Figure 1. Signal wires by layer.
(6 px per µm)
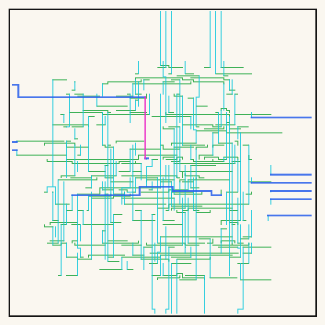
Figure 2. Local utilization.
(8 px per µm) 10 x 10 tiles, from black (low) to pale yellow (high), 0 to 100% covered.
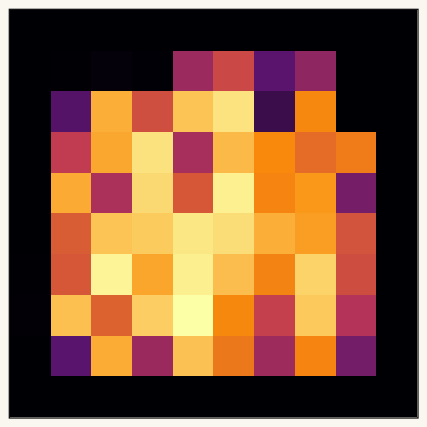
Figure 3. Cells colored by class.
(6 px per µm)
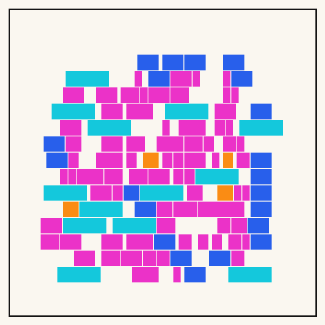
Figure 4. Pin map.
(8 px per µm) Pins as bars across the die edge, other pins in gray.
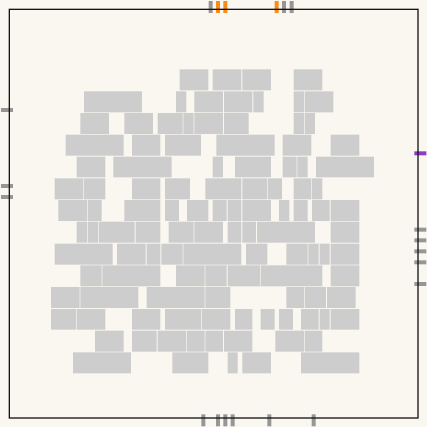
--- config.mk ---
export PLATFORM = sky130hd
export DESIGN_NAME = systolic_job_controller
export DESIGN_NICKNAME = d
export VERILOG_FILES = /design/src/rtl/systolic_job_controller.sv
export SDC_FILE = /design/constraint.sdc
export NUM_CORES = 1
export LEC_CHECK = 0
export CAP_MARGIN = 20
export CORE_MARGIN = 5
export CORE_UTILIZATION = 51
export CTS_CLUSTER_DIAMETER = 150
export DETAILED_ROUTE_END_ITERATION = 16
export HOLD_SLACK_MARGIN = 0.06
export PLACE_DENSITY = 0.79
export SYNTH_ARGS = -nofsm -noshare
export SYNTH_HDL_FRONTEND = slang
export SYNTH_SLANG_ARGS = --single-unit
--- constraint.sdc ---
create_clock -name clk -period 4.3 [get_ports clk]
set_input_delay 0.86 -clock clk [delete_from_list [all_inputs] [get_ports clk]]
set_output_delay 0.86 -clock clk [all_outputs]
set_load 0.005 [all_outputs]
--- src/rtl/systolic_job_controller.sv ---
// Control sequencer for one N x N systolic matrix-multiply job: loads A rows into the
// skew buffer, streams them through the array, captures skewed results and drains C rows.
module systolic_job_controller #(
    parameter int ARRAY_SIZE    = 8,
    parameter int ARRAY_LATENCY = 1
) (
    input  logic                          clk,
    input  logic                          rst,
    input  logic                          start,
    output logic                          busy,
    output logic                          done,
    output logic                          arr_clear,
    input  logic                          a_valid,
    output logic                          a_ready,
    output logic                          sb_write,
    output logic [$clog2(ARRAY_SIZE)-1:0] sb_row_ptr,
    output logic                          sb_enable,
    output logic                          rsb_enable,
    output logic                          rsb_write,
    output logic                          rsb_read,
    output logic                          c_valid,
    input  logic                          c_ready,
    output logic [$clog2(ARRAY_SIZE)-1:0] c_row_idx
);

    localparam int N           = ARRAY_SIZE;
    localparam int IW          = $clog2(N);
    localparam int PW          = $clog2(2 * N);
    localparam int WAIT_CYCLES = N - 1 + ARRAY_LATENCY;

    localparam logic [PW-1:0] SKEW_LAST = PW'(2 * N - 2);
    localparam logic [PW-1:0] WAIT_LAST = PW'((WAIT_CYCLES > 0) ? WAIT_CYCLES - 1 : 0);
    localparam logic [IW-1:0] ROW_LAST  = IW'(N - 1);

    typedef enum logic [2:0] {
        S_IDLE,
        S_LOAD,
        S_STREAM,
        S_WAIT,
        S_UNLOAD,
        S_DRAIN,
        S_DONE
    } state_t;

    state_t          state;
    state_t          state_next;
    logic [PW-1:0]   phase_cnt;
    logic [IW-1:0]   load_cnt;
    logic [IW-1:0]   drain_cnt;
    logic            phase_run;

    assign phase_run = (state == S_STREAM) || (state == S_WAIT) || (state == S_UNLOAD);

    // Every counter restarts at zero whenever the state changes, so no counter wraps in a state.
    always_ff @(posedge clk) begin
        if (rst) begin
            state     <= S_IDLE;
            phase_cnt <= '0;
            load_cnt  <= '0;
            drain_cnt <= '0;
        end else begin
            state <= state_next;
            if (state_next != state) begin
                phase_cnt <= '0;
                load_cnt  <= '0;
                drain_cnt <= '0;
            end else begin
                if (phase_run) phase_cnt <= phase_cnt + 1'b1;
                if (sb_write)  load_cnt  <= load_cnt + 1'b1;
                if (rsb_read)  drain_cnt <= drain_cnt + 1'b1;
            end
        end
    end

    always_comb begin
        state_next = state;
        done       = 1'b0;
        arr_clear  = 1'b0;
        a_ready    = 1'b0;
        sb_write   = 1'b0;
        sb_row_ptr = '0;
        sb_enable  = 1'b0;
        rsb_enable = 1'b0;
        rsb_write  = 1'b0;
        rsb_read   = 1'b0;
        c_valid    = 1'b0;
        c_row_idx  = '0;
        busy       = (state != S_IDLE);

        case (state)
            S_IDLE: begin
                // Reset has priority, so a start seen during reset must not pulse arr_clear.
                if (start && !rst) begin
                    arr_clear  = 1'b1;
                    state_next = S_LOAD;
                end
            end
            S_LOAD: begin
                a_ready    = 1'b1;
                sb_write   = a_valid;
                sb_row_ptr = load_cnt;
                if (a_valid && (load_cnt == ROW_LAST)) state_next = S_STREAM;
            end
            S_STREAM: begin
                sb_enable = 1'b1;
                if (phase_cnt == SKEW_LAST) state_next = (WAIT_CYCLES == 0) ? S_UNLOAD : S_WAIT;
            end
            S_WAIT: begin
                if (phase_cnt == WAIT_LAST) state_next = S_UNLOAD;
            end
            S_UNLOAD: begin
                rsb_enable = 1'b1;
                rsb_write  = 1'b1;
                if (phase_cnt == SKEW_LAST) state_next = S_DRAIN;
            end
            S_DRAIN: begin
                c_valid   = 1'b1;
                rsb_read  = c_ready;
                c_row_idx = ROW_LAST - drain_cnt;
                if (c_ready && (drain_cnt == ROW_LAST)) state_next = S_DONE;
            end
            S_DONE: begin
                done       = 1'b1;
                state_next = S_IDLE;
            end
            default: state_next = S_IDLE;
        endcase
    end

endmodule

==> reports/summary.txt <==
Status - finished, final reports clean
Die H - 50.9 µm
Combinational share of power - 10.5%
Area after DPL - 1040 µm²
Ys flop type - dfxtp_1
Flop count - 13
Sw Ratio - 25.3%
Comb gates - 69
# placed instances - 123
Routing usage on met2 - 23.8%
WP depth - 3
Antenna Cells - 0
Post-Synth XOR/XNOR Area - 5.13%
Power per cell area - 211 nW/µm²
Synth Seq Share - 30.5%
Startpoint types - input port
Final hold slack - 570 ps
Std-Cell Rows - 14
Syn_nets - 102
# clk buffers - 3
Postcts setup bufs - 0
Max-cap violations - 0
Yosys adder share - 8.80%
CP peak stage delay - 550 ps
CP Capture Point - sb_write
Final setup margin - 1290 ps
Gr usage total - 15.3%
Buffers outside the clock class - 21
DRC - 0
Tap Cells - 16
Post-route cell area - 1070 µm²
CP Capture Type - output port
Pint - 168 µW
Slowest-stage cell, CP - clkdlybuf4s50_1
R2r endpoint - phase_cnt[3]
DRT met1 WL - 760 µm
Logic cell area - 539 µm²
Cell mode on critical path - clkdlybuf4s50_1
## Picture notes: Figure 1
green -> met1  # wire length 761 µm
blue -> met3  # wire length 100 µm
magenta -> met4  # wire length 10.2 µm
cyan -> met2  # wire length 820 µm

## Picture notes: Figure 2
mean over tiles = 41%
nearly empty tiles = 41%
densest ninth of the die = center
tiles over 75% full = 27%
fullest tile = 100%

## Picture notes: Figure 3
blue -> other buffers and delay cells  # cells 21, share of their area 20%
magenta -> all other logic  # cells 73, share of their area 53%
cyan -> flip-flops  # cells 13, share of their area 25%
orange -> clock drivers and dummy loads  # cells 4, share of their area 2.6%

## Picture notes: Figure 4
purple -> `c_ready`  # pins 1, direction input, edge right
orange -> `c_row_idx`  # pins 3, direction output, edge top

Power and IR drop assume default switching activity.
